port_nets.png
(10 px per µm)
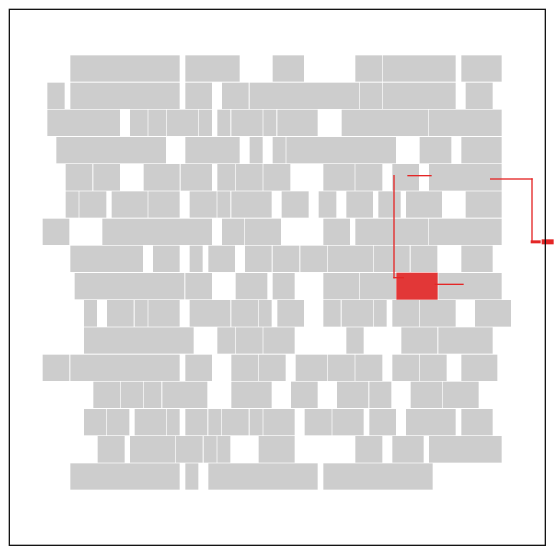
metal_stack.png
(8 px per µm) Only two layers are drawn.
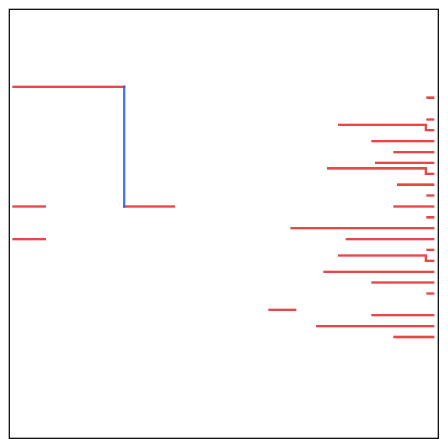
registers.png
(12 px per µm) Other sequential cells in the stronger grey, the rest of the logic in the fainter grey.
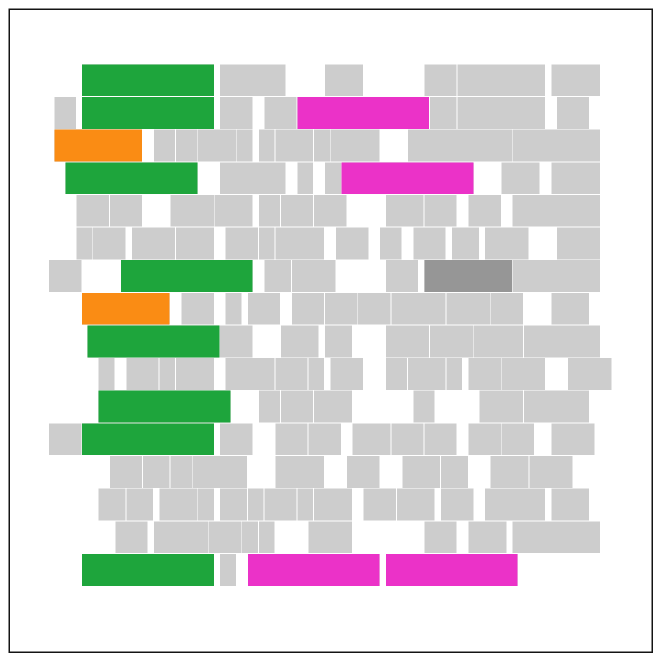
wire_density.png
(8 px per µm) 11 x 11 tiles, from dark blue (low) to red (high), scaled to the fullest tile. Values are wire area over tile area, all layers added.
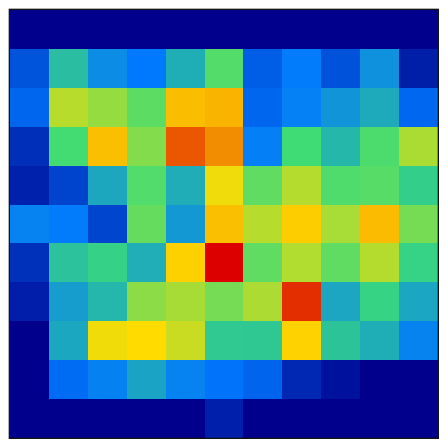
==> src/rtl/rob_thread_arbiter.sv <==
// rob_thread_arbiter
//    Picks which of two hardware threads dispatches an instruction pair into
//    the ROB each cycle. It also tracks per-thread recovery after a committed
//    mispredict and retirement of a halt.
//
//    Build option: define ROUND_ROBIN_EN to alternate grants when both threads
//    are eligible. Without it, thread 1 has fixed priority.
//
// Ports
//    clock, reset                     system clock, synchronous active-high reset
//    t1_inst_valid, t2_inst_valid     fetch-queue valids (bit0 older, bit1 younger)
//    t1_is_full, t2_is_full           ROB partition cannot take a pair
//    commit1_*, commit2_*             ROB commit slot status (slot 1 is older)
//    is_thread1                       thread of the dispatched pair
//    inst1_load_in, inst2_load_in     ROB slot loads
//    t1_grant, t2_grant               fetch-queue pop for the granted thread
//    t1_flush, t2_flush               registered one-cycle squash pulse
//    t1_halted, t2_halted             thread has retired a halt
//
// Per-thread FSM
//    state     | meaning
//    ST_RUN    | may dispatch when not full and older slot valid
//    ST_FLUSH  | recovering from a mispredict; counter counts down to 0
//    ST_HALTED | halt retired; sticky until reset

module rob_thread_arbiter #(
   parameter int unsigned FLUSH_CYCLES = 2
) (
   input  logic       clock,
   input  logic       reset,
   input  logic [1:0] t1_inst_valid,
   input  logic [1:0] t2_inst_valid,
   input  logic       t1_is_full,
   input  logic       t2_is_full,
   input  logic       commit1_valid,
   input  logic       commit1_is_thread1,
   input  logic       commit1_mispredict_out,
   input  logic       commit1_is_halt_out,
   input  logic       commit2_valid,
   input  logic       commit2_is_thread1,
   input  logic       commit2_mispredict_out,
   input  logic       commit2_is_halt_out,
   output logic       is_thread1,
   output logic       inst1_load_in,
   output logic       inst2_load_in,
   output logic       t1_grant,
   output logic       t2_grant,
   output logic       t1_flush,
   output logic       t2_flush,
   output logic       t1_halted,
   output logic       t2_halted
);

   typedef enum logic [1:0] {
      ST_RUN    = 2'd0,
      ST_FLUSH  = 2'd1,
      ST_HALTED = 2'd2
   } thr_state_t;

   localparam logic [3:0] FLUSH_LOAD = 4'(FLUSH_CYCLES);

   // Index 0 = thread 1, index 1 = thread 2.
   thr_state_t state_q [2];
   logic [3:0] cnt_q   [2];
   logic [1:0] flush_q;
   logic       is_thread1_q;

   logic [1:0] full_v;
   logic [1:0] valid_old;
   logic [1:0] valid_young;
   logic [1:0] c1_hit;
   logic [1:0] c2_hit;
   logic [1:0] c1_older_event;
   logic [1:0] halt_ev;
   logic [1:0] mis_ev;
   logic [1:0] eligible;
   logic [1:0] grant;

   assign full_v      = {t2_is_full, t1_is_full};
   assign valid_old   = {t2_inst_valid[0], t1_inst_valid[0]};
   assign valid_young = {t2_inst_valid[1], t1_inst_valid[1]};

   assign c1_hit = {commit1_valid & ~commit1_is_thread1, commit1_valid & commit1_is_thread1};
   assign c2_hit = {commit2_valid & ~commit2_is_thread1, commit2_valid & commit2_is_thread1};

   // An older slot-1 event for the same thread suppresses a slot-2 mispredict.
   assign c1_older_event = c1_hit & {2{commit1_mispredict_out | commit1_is_halt_out}};

   assign halt_ev = (c1_hit & {2{commit1_is_halt_out}})
                  | (c2_hit & {2{commit2_is_halt_out}});

   assign mis_ev  = (c1_hit & {2{commit1_mispredict_out}})
                  | (c2_hit & {2{commit2_mispredict_out}} & ~c1_older_event);

   always_comb begin
      for (int i = 0; i < 2; i++) begin
         eligible[i] = (state_q[i] == ST_RUN) && !full_v[i] && valid_old[i];
      end
   end

`ifdef ROUND_ROBIN_EN
   // 1 = thread 1 was granted last. Reset to thread 2 so thread 1 wins the first tie.
   logic last_grant_t1_q;

   always_comb begin
      if (eligible == 2'b11) begin
         grant = last_grant_t1_q ? 2'b10 : 2'b01;
      end else begin
         grant = eligible;
      end
   end
`else
   always_comb begin
      if (eligible[0]) begin
         grant = 2'b01;
      end else begin
         grant = eligible & 2'b10;
      end
   end
`endif

   assign t1_grant      = grant[0];
   assign t2_grant      = grant[1];
   assign inst1_load_in = |grant;
   assign inst2_load_in = |(grant & valid_young);
   assign is_thread1    = (|grant) ? grant[0] : is_thread1_q;

   assign t1_flush  = flush_q[0];
   assign t2_flush  = flush_q[1];
   assign t1_halted = (state_q[0] == ST_HALTED);
   assign t2_halted = (state_q[1] == ST_HALTED);

   always_ff @(posedge clock) begin
      if (reset) begin
         for (int i = 0; i < 2; i++) begin
            state_q[i] <= ST_RUN;
            cnt_q[i]   <= 4'd0;
         end
         flush_q      <= 2'b00;
         is_thread1_q <= 1'b1;
`ifdef ROUND_ROBIN_EN
         last_grant_t1_q <= 1'b0;
`endif
      end else begin
         if (|grant) begin
            is_thread1_q <= grant[0];
`ifdef ROUND_ROBIN_EN
            last_grant_t1_q <= grant[0];
`endif
         end
         for (int i = 0; i < 2; i++) begin
            flush_q[i] <= 1'b0;
            case (state_q[i])
               ST_RUN, ST_FLUSH: begin
                  if (halt_ev[i]) begin
                     state_q[i] <= ST_HALTED;
                     cnt_q[i]   <= 4'd0;
                  end else if (mis_ev[i]) begin
                     // Also reloads when already flushing.
                     state_q[i] <= ST_FLUSH;
                     cnt_q[i]   <= FLUSH_LOAD;
                     flush_q[i] <= 1'b1;
                  end else if (state_q[i] == ST_FLUSH) begin
                     if (cnt_q[i] <= 4'd1) begin
                        state_q[i] <= ST_RUN;
                        cnt_q[i]   <= 4'd0;
                     end else begin
                        cnt_q[i] <= cnt_q[i] - 4'd1;
                     end
                  end
               end
               default: begin
                  state_q[i] <= ST_HALTED;
                  cnt_q[i]   <= 4'd0;
               end
            endcase
         end
      end
   end

endmodule

==> config.mk <==
export PLATFORM = sky130hd
export DESIGN_NAME = rob_thread_arbiter
export DESIGN_NICKNAME = d
export VERILOG_FILES = /design/src/rtl/rob_thread_arbiter.sv
export SDC_FILE = /design/constraint.sdc
export NUM_CORES = 1
export LEC_CHECK = 0
export CAP_MARGIN = 30
export CORE_MARGIN = 3
export CORE_UTILIZATION = 43
export DETAILED_ROUTE_END_ITERATION = 8
export PLACE_DENSITY_LB_ADDON = 0.08
export SLEW_MARGIN = 10
export SYNTH_ARGS = -nofsm -noshare
export SYNTH_HDL_FRONTEND = slang
export SYNTH_SLANG_ARGS = --single-unit
==> constraint.sdc <==
create_clock -name clock -period 1.8 [get_ports clock]
set_input_delay 0.36 -clock clock [delete_from_list [all_inputs] [get_ports clock]]
set_output_delay 0.36 -clock clock [all_outputs]
set_load 0.05 [all_outputs]
==> flow_metrics.tcl <==
# flow metrics
set metrics [dict create \
    vias 962 \
    cpMaxStageDelayCell "or4b_4" \
    top_area_cell "edfxtp_1" \
    drtPass1Iterations 4 \
    setup_violations 5 \
    drive_gt1_share_pct 37.75 \
    cts_tree "built" \
    drv_cap 0 \
    r2r-end "state_q[0][1]" \
    grt_usage_pct 20.34 \
    cp-end-kind "output pin" \
    clock_sink_count 15 \
    die_w_um 53.46 \
    max_stage_delay_ns 0.57 \
    wl_met2_um 1253 \
    detail_route.iter0.violations 12 \
    crit_family "simple AND/OR/NAND/NOR gates" \
    wl_met3_um 179 \
    wirelength_um 2611 \
    finalMaxSlewViolations 0 \
    final_layout_top_logic_cell "buf_4" \
    aoi_share_pct 14.99 \
    simple_gate_area_share_pct 29.72 \
    num_rows 16 \
    grt_max_degree 9 \
    power_frac_seq_pct 35.0 \
    top_cells_by_area "edfxtp_1 (37%), dfxtp_1 (6.2%), ha_1 (5.2%)" \
    vdd_drop_max_uv 640.3 \
    syn_area_per_cell_um2 10.30 \
    rsz0062_at_grt "true" \
    ys_cells 94 \
    violations "setup timing" \
    power.internal_mw 0.8605 \
    critPathBufInv 1 \
    synth.yosys.seq_area_share_pct 43.41 \
    ys_chip_area_um2 968.4 \
    setup_ws_ns -0.2005 \
    grt_overflow 0 \
    skew_ns 0.003660 \
    fp-utilization_pct 47.43 \
    antenna_cells 0 \
    coreArea_um2 2042 \
    status "finished with violations" \
    grt_pass1_vias 951 \
    lay_top_cells "buf_4 (30), edfxtp_1 (12), clkdlybuf4s50_1 (11), inv_1 (8), nor2_1 (8)" \
    die-height_um 53.46 \
    cp_cell_sequence "or4b_4 > nor2_4 > a22o_4 > buf_12" \
    final.setup.tns_ns -0.8087 \
    cts_root_buffer "clkbuf_4" \
    ys_sh_mux_pct 0 \
    xor_area_share_pct 3.618 \
    hp-start "is_thread1_q" \
    hpwl_um 2045 \
    grt_first_pass_wirelength_um 4195 \
    crit_required_ns 1.44 \
    combPwrFrac_pct 50.5 \
    report.power.total_mw 1.333 \
    htree_levels 1 \
    finalHoldViolations 0 \
    p_leak_nw 0.6907 \
    topCombFamilyByArea "simple AND/OR/NAND/NOR gates" \
    switching_share_pct 35.46 \
    power.density_cell_area_nw_per_um2 830.5 \
    critPathLaunch "state_q[1][0]" \
    syn_area_um2 968.4 \
    cts_buffer_depth 2 \
    clk_pin_slew_ns 0.09 \
    reg2regPathDepth 5 \
    hold-path-cell-count 2 \
    critPathKind "reg -> out" \
    highest_layer "met4" \
    cts_inserted_buffers 3 \
    cp_max_fo 3 \
    worst_pin_slew_ns 0.3598 \
    numSynthFlops 15 \
    min_to "is_thread1_q" \
    ys_warn_count 0 \
    routed_via_density 5.404 \
    ys_sh_adder_pct 5.168 \
    syn_nets 114 \
    period_needed_ns 2.000 \
    die_area_um2 2857 \
    wl_met1_um 1164 \
]
About port_nets.png:
| colour | port | bits | direction | edge | end cells | buffers | wire |
|---|---|---|---|---|---|---|---|
| red | t2_grant | 1 | output | right | 1 | 2 | 27.3 µm |
I/O pin count: 25
Port-buffer cells: 24

About metal_stack.png:
| colour | layer | wire length |
|---|---|---|
| red | met3 | 179 µm |
| blue | met4 | 15.0 µm |

About registers.png:
| colour | netlist name | flops |
|---|---|---|
| green | cnt_q | 8 |
| magenta | state_q | 4 |
| orange | flush_q | 2 |
sequential power: 0.467 mW
final core occ: 78.62%
sequential share of cell area: 26.19%
register area: 420.4 µm²

About wire_density.png:
densest ninth of the die: centre
fullest tile: 0.41
nearly empty tiles: 21%
mean over tiles: 0.15

-- worst max path at each step --
stage | end | slack, ns | cells after the start
2_1_floorplan | inst2_load_in | -0.38 | 3
3_3_place_gp | is_thread1 | -0.27 | 4
3_5_place_dp | cnt_q[1][3] | -0.29 | 3
4_1_cts | inst2_load_in | -0.23 | 4
5_1_grt | inst2_load_in | -0.29 | 4
6_report | inst2_load_in | -0.20 | 4
-- tightest hold or removal path: cells and delay by family (launching register included) --
| kind | cells | cell delay [ns] |
|---|---|---|
| flip-flops | 1 | 0.35 |
| AND-OR/OR-AND | 1 | 0.13 |
| AND/OR/NAND/NOR | 1 | 0.08 |
-- cells in the mapped netlist --
cell,n
nand3b_1,6
and3_1,2
a311oi_1,1
edfxtp_1,12
dfxtp_1,3
a211o_1,2
nor2b_1,1
a22o_1,1
ha_1,4
or2_1,2
inv_1,8
a221oi_1,1
or4_2,1
a2111o_1,2
o31ai_1,1
o211ai_1,1
a21oi_1,3
a41o_1,1
nand2_1,1
o311ai_0,1
and2b_2,1
or2b_1,1
and3b_1,3
or2_2,2
a31oi_1,1
or4_1,2
o21bai_1,1
a21o_1,1
or4b_4,1
nand3_1,2
xnor2_1,4
nor3_1,6
nor3b_1,1
o2111ai_1,1
nor2_1,9
nor4_1,3
nor4b_2,1
-- layout make-up --
class / instances / area [µm²] / area share (%)
sequential: 15 / 420.4 / 26.19
inverter: 8 / 30.03 / 1.871
timing repair buffer: 53 / 513.0 / 31.96
clock buffer: 4 / 26.28 / 1.637
tap: 27 / 33.78 / 2.104
multi-input combinational: 71 / 581.8 / 36.24
-- state kept, by name, indices dropped and copies added (netlist names) --
signal and cells:
cnt_q 8, state_q 4, flush_q 2, is_thread1_q 1
-- kinds of logic (layout without fill, tap and decap cells) --
kind of cell,after synthesis,after routing
compound gates,18,18
xor+xnor,4,4
fa+ha+maj,4,4
buf+inv,8,65
flops,15,15
simple gates,45,45
-- what timing repair did --
item	4_1_cts	5_1_grt
resized	9	6
buffers inserted	3	2
endpoints found under the setup margin	11	11
pin swaps	5	5
-- metal layers --
layer	track usage (%)	vias to the layer above
met4	3.830	0
met1	24.74	452
met3	4.225	2
met5	0	-
li1	-	482
met2	36.53	26
-- per-stage QoR --
stage | hold WS, ns | setup WS [ns] | cell area, µm² | utilization [%] | std cells
CTS | 0.5734 | -0.2271 | 1568 | 76.78 | 176
global route | 0.6034 | -0.2865 | 1605 | 78.62 | 178
floorplan | 0.4599 | -0.3792 | 996.0 | - | 94
finish | 0.5860 | -0.2005 | 1605 | 78.62 | 178
detailed placement | 0.5278 | -0.2862 | 1503 | 73.59 | 169
global placement | 0.5225 | -0.2722 | 1503 | 73.59 | 169
-- power groups by stage --
stage / registers [mW] / logic, mW / clock network [mW]
floorplan: 0.484 / 0.328 / 0
CTS: 0.464 / 0.647 / 0.193
detailed placement: 0.477 / 0.611 / 0
global placement: 0.476 / 0.601 / 0
global route: 0.473 / 0.725 / 0.223
finish: 0.467 / 0.673 / 0.194
No activity file was given, so power comes from the tool's default toggle rates.
